File: src/rtl/microwave_ctrl_gen2.sv
// microwave_ctrl_gen2 -- microwave oven cook controller.
//
// Loads a cook time (seconds) and a power level while IDLE, then counts down
// one second per TICK_DIV clocks while cooking.  The magnetron is duty-cycled
// across a window of PWR_LEVELS one-second slots: it is on for the first
// power_reg slots of each window.  Stop or an open door pauses the cook,
// clear aborts it, and reaching zero enters DONE with a one-cycle done pulse.
//
// Ports:
//   clk, rst        clock, synchronous active-high reset
//   startn          active-low start / resume
//   stopn           active-low stop (pause)
//   clrn            active-low clear (abort to IDLE)
//   door_closed     high when the door is closed
//   load            capture time_in / power_in (IDLE only)
//   time_in         cook time in seconds
//   power_in        requested power level (clamped to PWR_LEVELS)
//   mag_on          magnetron enable (registered)
//   state           IDLE=00, COOK=01, PAUSE=10, DONE=11
//   time_left       remaining seconds
//   done            one-cycle pulse on the first cycle in DONE
module microwave_ctrl_gen2 #(
   parameter int unsigned TIME_W     = 12,
   parameter int unsigned PWR_LEVELS = 10,
   parameter int unsigned TICK_DIV   = 100,
   localparam int unsigned PWR_W     = $clog2(PWR_LEVELS + 1)
) (
   input  logic              clk,
   input  logic              rst,
   input  logic              startn,
   input  logic              stopn,
   input  logic              clrn,
   input  logic              door_closed,
   input  logic              load,
   input  logic [TIME_W-1:0] time_in,
   input  logic [PWR_W-1:0]  power_in,
   output logic              mag_on,
   output logic [1:0]        state,
   output logic [TIME_W-1:0] time_left,
   output logic              done
);

   localparam int unsigned PRE_W = $clog2(TICK_DIV);
   localparam logic [PRE_W-1:0]  PRE_LAST = PRE_W'(TICK_DIV - 1);
   localparam logic [PWR_W-1:0]  PWR_MAX  = PWR_W'(PWR_LEVELS);
   localparam logic [PWR_W-1:0]  SLOT_LAST = PWR_W'(PWR_LEVELS - 1);
   localparam logic [TIME_W-1:0] TIME_ONE = TIME_W'(1);

   typedef enum logic [1:0] {
      ST_IDLE  = 2'b00,
      ST_COOK  = 2'b01,
      ST_PAUSE = 2'b10,
      ST_DONE  = 2'b11
   } state_t;

   state_t              state_q, nxt_state;
   logic [TIME_W-1:0]   time_q, nxt_time;
   logic [PWR_W-1:0]    power_q, nxt_power;
   logic [PRE_W-1:0]    pre_q, nxt_pre;
   logic [PWR_W-1:0]    slot_q, nxt_slot;
   logic                halt;
   logic                tick;

   assign halt = !stopn || !door_closed;
   assign tick = (state_q == ST_COOK) && (pre_q == PRE_LAST);

   always_comb begin
      nxt_state = state_q;
      nxt_time  = time_q;
      nxt_power = power_q;
      nxt_pre   = pre_q;
      nxt_slot  = slot_q;
      case (state_q)
         ST_IDLE: begin
            if (!clrn) begin
               nxt_time = '0;
               nxt_pre  = '0;
               nxt_slot = '0;
            end else if (!halt) begin
               if (load) begin
                  nxt_time  = time_in;
                  nxt_power = (power_in > PWR_MAX) ? PWR_MAX : power_in;
               end else if (!startn && time_q != '0) begin
                  nxt_state = ST_COOK;
                  nxt_pre   = '0;
                  nxt_slot  = '0;
               end
            end
         end
         ST_COOK: begin
            if (!clrn) begin
               nxt_state = ST_IDLE;
               nxt_time  = '0;
               nxt_pre   = '0;
               nxt_slot  = '0;
            end else if (tick && time_q == TIME_ONE) begin
               // Completion outranks stop/door-open on the final tick.
               nxt_state = ST_DONE;
               nxt_time  = '0;
               nxt_pre   = '0;
            end else if (halt) begin
               nxt_state = ST_PAUSE;
            end else if (tick) begin
               nxt_pre  = '0;
               nxt_time = (time_q != '0) ? time_q - TIME_ONE : '0;
               nxt_slot = (slot_q >= SLOT_LAST) ? '0 : slot_q + PWR_W'(1);
            end else begin
               nxt_pre = pre_q + PRE_W'(1);
            end
         end
         ST_PAUSE: begin
            if (!clrn) begin
               nxt_state = ST_IDLE;
               nxt_time  = '0;
               nxt_pre   = '0;
               nxt_slot  = '0;
            end else if (!halt && !startn) begin
               nxt_state = ST_COOK;
            end
         end
         ST_DONE: begin
            if (!clrn || !door_closed) begin
               nxt_state = ST_IDLE;
            end
         end
         default: nxt_state = ST_IDLE;
      endcase
   end

   // Outputs are registered from next-state values so they line up with state.
   always_ff @(posedge clk) begin
      if (rst) begin
         state_q <= ST_IDLE;
         time_q  <= '0;
         power_q <= '0;
         pre_q   <= '0;
         slot_q  <= '0;
         mag_on  <= 1'b0;
         done    <= 1'b0;
      end else begin
         state_q <= nxt_state;
         time_q  <= nxt_time;
         power_q <= nxt_power;
         pre_q   <= nxt_pre;
         slot_q  <= nxt_slot;
         mag_on  <= (nxt_state == ST_COOK) && (nxt_slot < nxt_power);
         done    <= (nxt_state == ST_DONE) && (state_q != ST_DONE);
      end
   end

   assign state     = state_q;
   assign time_left = time_q;

endmodule

File: config.mk
export PLATFORM = sky130hd
export DESIGN_NAME = microwave_ctrl_gen2
export DESIGN_NICKNAME = d
export VERILOG_FILES = /design/src/rtl/microwave_ctrl_gen2.sv
export SDC_FILE = /design/constraint.sdc
export NUM_CORES = 1
export LEC_CHECK = 0
export ABC_AREA = 0
export CAP_MARGIN = 5
export CORE_MARGIN = 2
export CORE_UTILIZATION = 54
export CTS_BUF_LIST = sky130_fd_sc_hd__clkbuf_8 sky130_fd_sc_hd__clkbuf_16
export DETAILED_ROUTE_END_ITERATION = 7
export GPL_TIMING_DRIVEN = 0
export PLACE_DENSITY_LB_ADDON = 0.05
export SETUP_SLACK_MARGIN = 0.2
export SLEW_MARGIN = 15
export SYNTH_ARGS = -nofsm -noshare
export SYNTH_HDL_FRONTEND = slang
export SYNTH_SLANG_ARGS = --single-unit
File: constraint.sdc
create_clock -name clk -period 2.8 [get_ports clk]
set_input_delay 0.42 -clock clk [delete_from_list [all_inputs] [get_ports clk]]
set_output_delay 0.42 -clock clk [all_outputs]
set_load 0.01 [all_outputs]
Fig. 1: placed standard cells
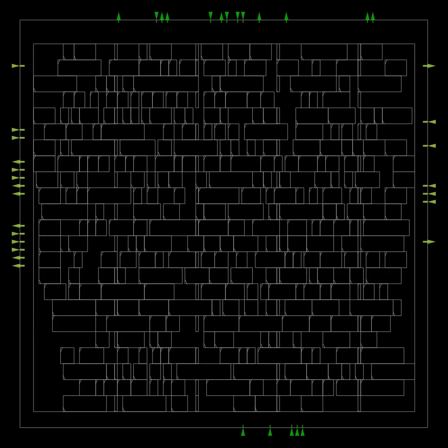
Row Count: 23
CORE AREA: 4060 µm²

Fig. 2: register map, names as in the netlist
Other sequential cells in the stronger gray, the rest of the logic in the fainter gray.
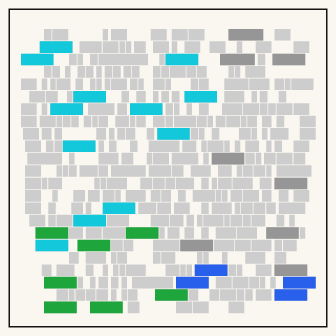
power_q: in blue, sequential cells 4, where south-east. time_left: in cyan, sequential cells 12. pre_q: in green, sequential cells 7.
final core utilization: 72.3%
Seq area share: 21.2%
FF+latch area: 623 µm²
P_seq: 0.495 mW

==> results_dict.tcl <==
# place-and-route summary
set metrics [dict create \
    period_minus_slack_ns 2.53 \
    lay_top_count "clkdlybuf4s50_1" \
    holdWs_ns 0.500 \
    nWellTaps 50 \
    syn_to_final_growth_pct 27.2 \
    syn_nets 322 \
    top_cells_by_area "dfxtp_1, ha_1, nand2_1" \
    cts-root-buf "clkbuf_8" \
    grt_max_degree 11 \
    clock_skew_ns 0.00953 \
    ff2ff_setup_slack_ns 0.27 \
    warning_count 34 \
    ys_sh_adder_pct 8.14 \
    netSwitchingFraction_pct 32.7 \
    gp_congestion 0.835 \
    drc 0 \
    cts-hold-fix-buffers 0 \
    arrival_ns 2.74 \
    clkSinkCount 31 \
    worstHoldPathCells 2 \
    viasPerCell 5.92 \
    setup_viol 0 \
    grtUsageMet1_pct 31.3 \
    ys_sh_aoi_pct 26.4 \
    slew_viol_final 0 \
    grtUsageMet3_pct 4.80 \
    edf_count 0 \
    numPlacedInstances 371 \
    total_power_mw 1.41 \
    combinationalPowerShare_pct 32.0 \
    fmax_mhz 396 \
    vdd_ir_drop_max_mv 0.517 \
    yosys_cells 284 \
    grt_usage_pct 24.0 \
    cts_buffers 5 \
    insertion_delay_ns 0.29 \
    seq_power_share_pct 35.0 \
    powerDensity_nw_per_um2 482 \
    vias 2297 \
    pwr.group.clock_mw 0.467 \
    synthCells 284 \
    grt_pass1_vias 2031 \
    ys.flop_type "dfxtp_1" \
    clock_area_share_pct 4.01 \
    drt_iter0_markers 153 \
    cts_tree "done" \
    wl_per_cell_um 14.9 \
    ys_sh_xor_pct 0 \
    wl_met3_um 313 \
    simple_gate_share_pct 31.3 \
    comb_share_pct 53.4 \
    io_buffers 37 \
    synth-seq-cells 31 \
    critPathRequiredTime_ns 3.02 \
    use_met2_pct 39.2 \
    top_layer_used "met4" \
    placed_area_um2 2740 \
    die-width_um 69.3 \
    reg2reg_depth 11 \
    yosysUniqueCellTypes 63 \
    crit_chain "inv_1 > ha_2 > nor4bb_4 > and3b_2 > nand3_2 > a2bb2oi_1 > o21ai_2 > ha_1 > a21oi_1 > nand2_1 > a211oi_2" \
    final_area_um2 2930 \
    async_flop_share_pct 0 \
    cp_top_family "simple AND/OR/NAND/NOR gates" \
    status "finished clean" \
    setup_tns_ns 0 \
    buffer_area_share_pct 17.8 \
    cp_num_buf_inv 1 \
    p_sw_mw 0.462 \
    topCombFamilyByArea "simple AND/OR/NAND/NOR gates" \
    leakage_nw 1.10 \
    met2WireLength_um 2640 \
    cts_resized 0 \
    critical_path.endpoint "mag_on" \
    timing.rr.start "state[1]" \
    ys_seq_share_pct 26.9 \
    io_pins 39 \
]
Fig. 3: placement density heat map
7 x 7 tiles, from white (low) to dark blue (high), 0 to 100% covered.
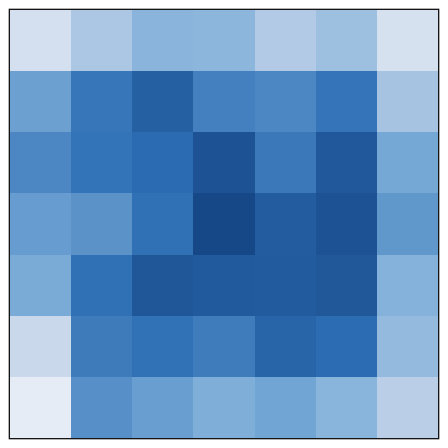
The fullest tile reaches 91%. The densest ninth of the die: center. 27% of the tiles are over 75% full. The mean over all tiles is 60%.
Floorplan Utilization: 56.8%

Power figures rest on the tool's default switching activity, not on a simulated workload.
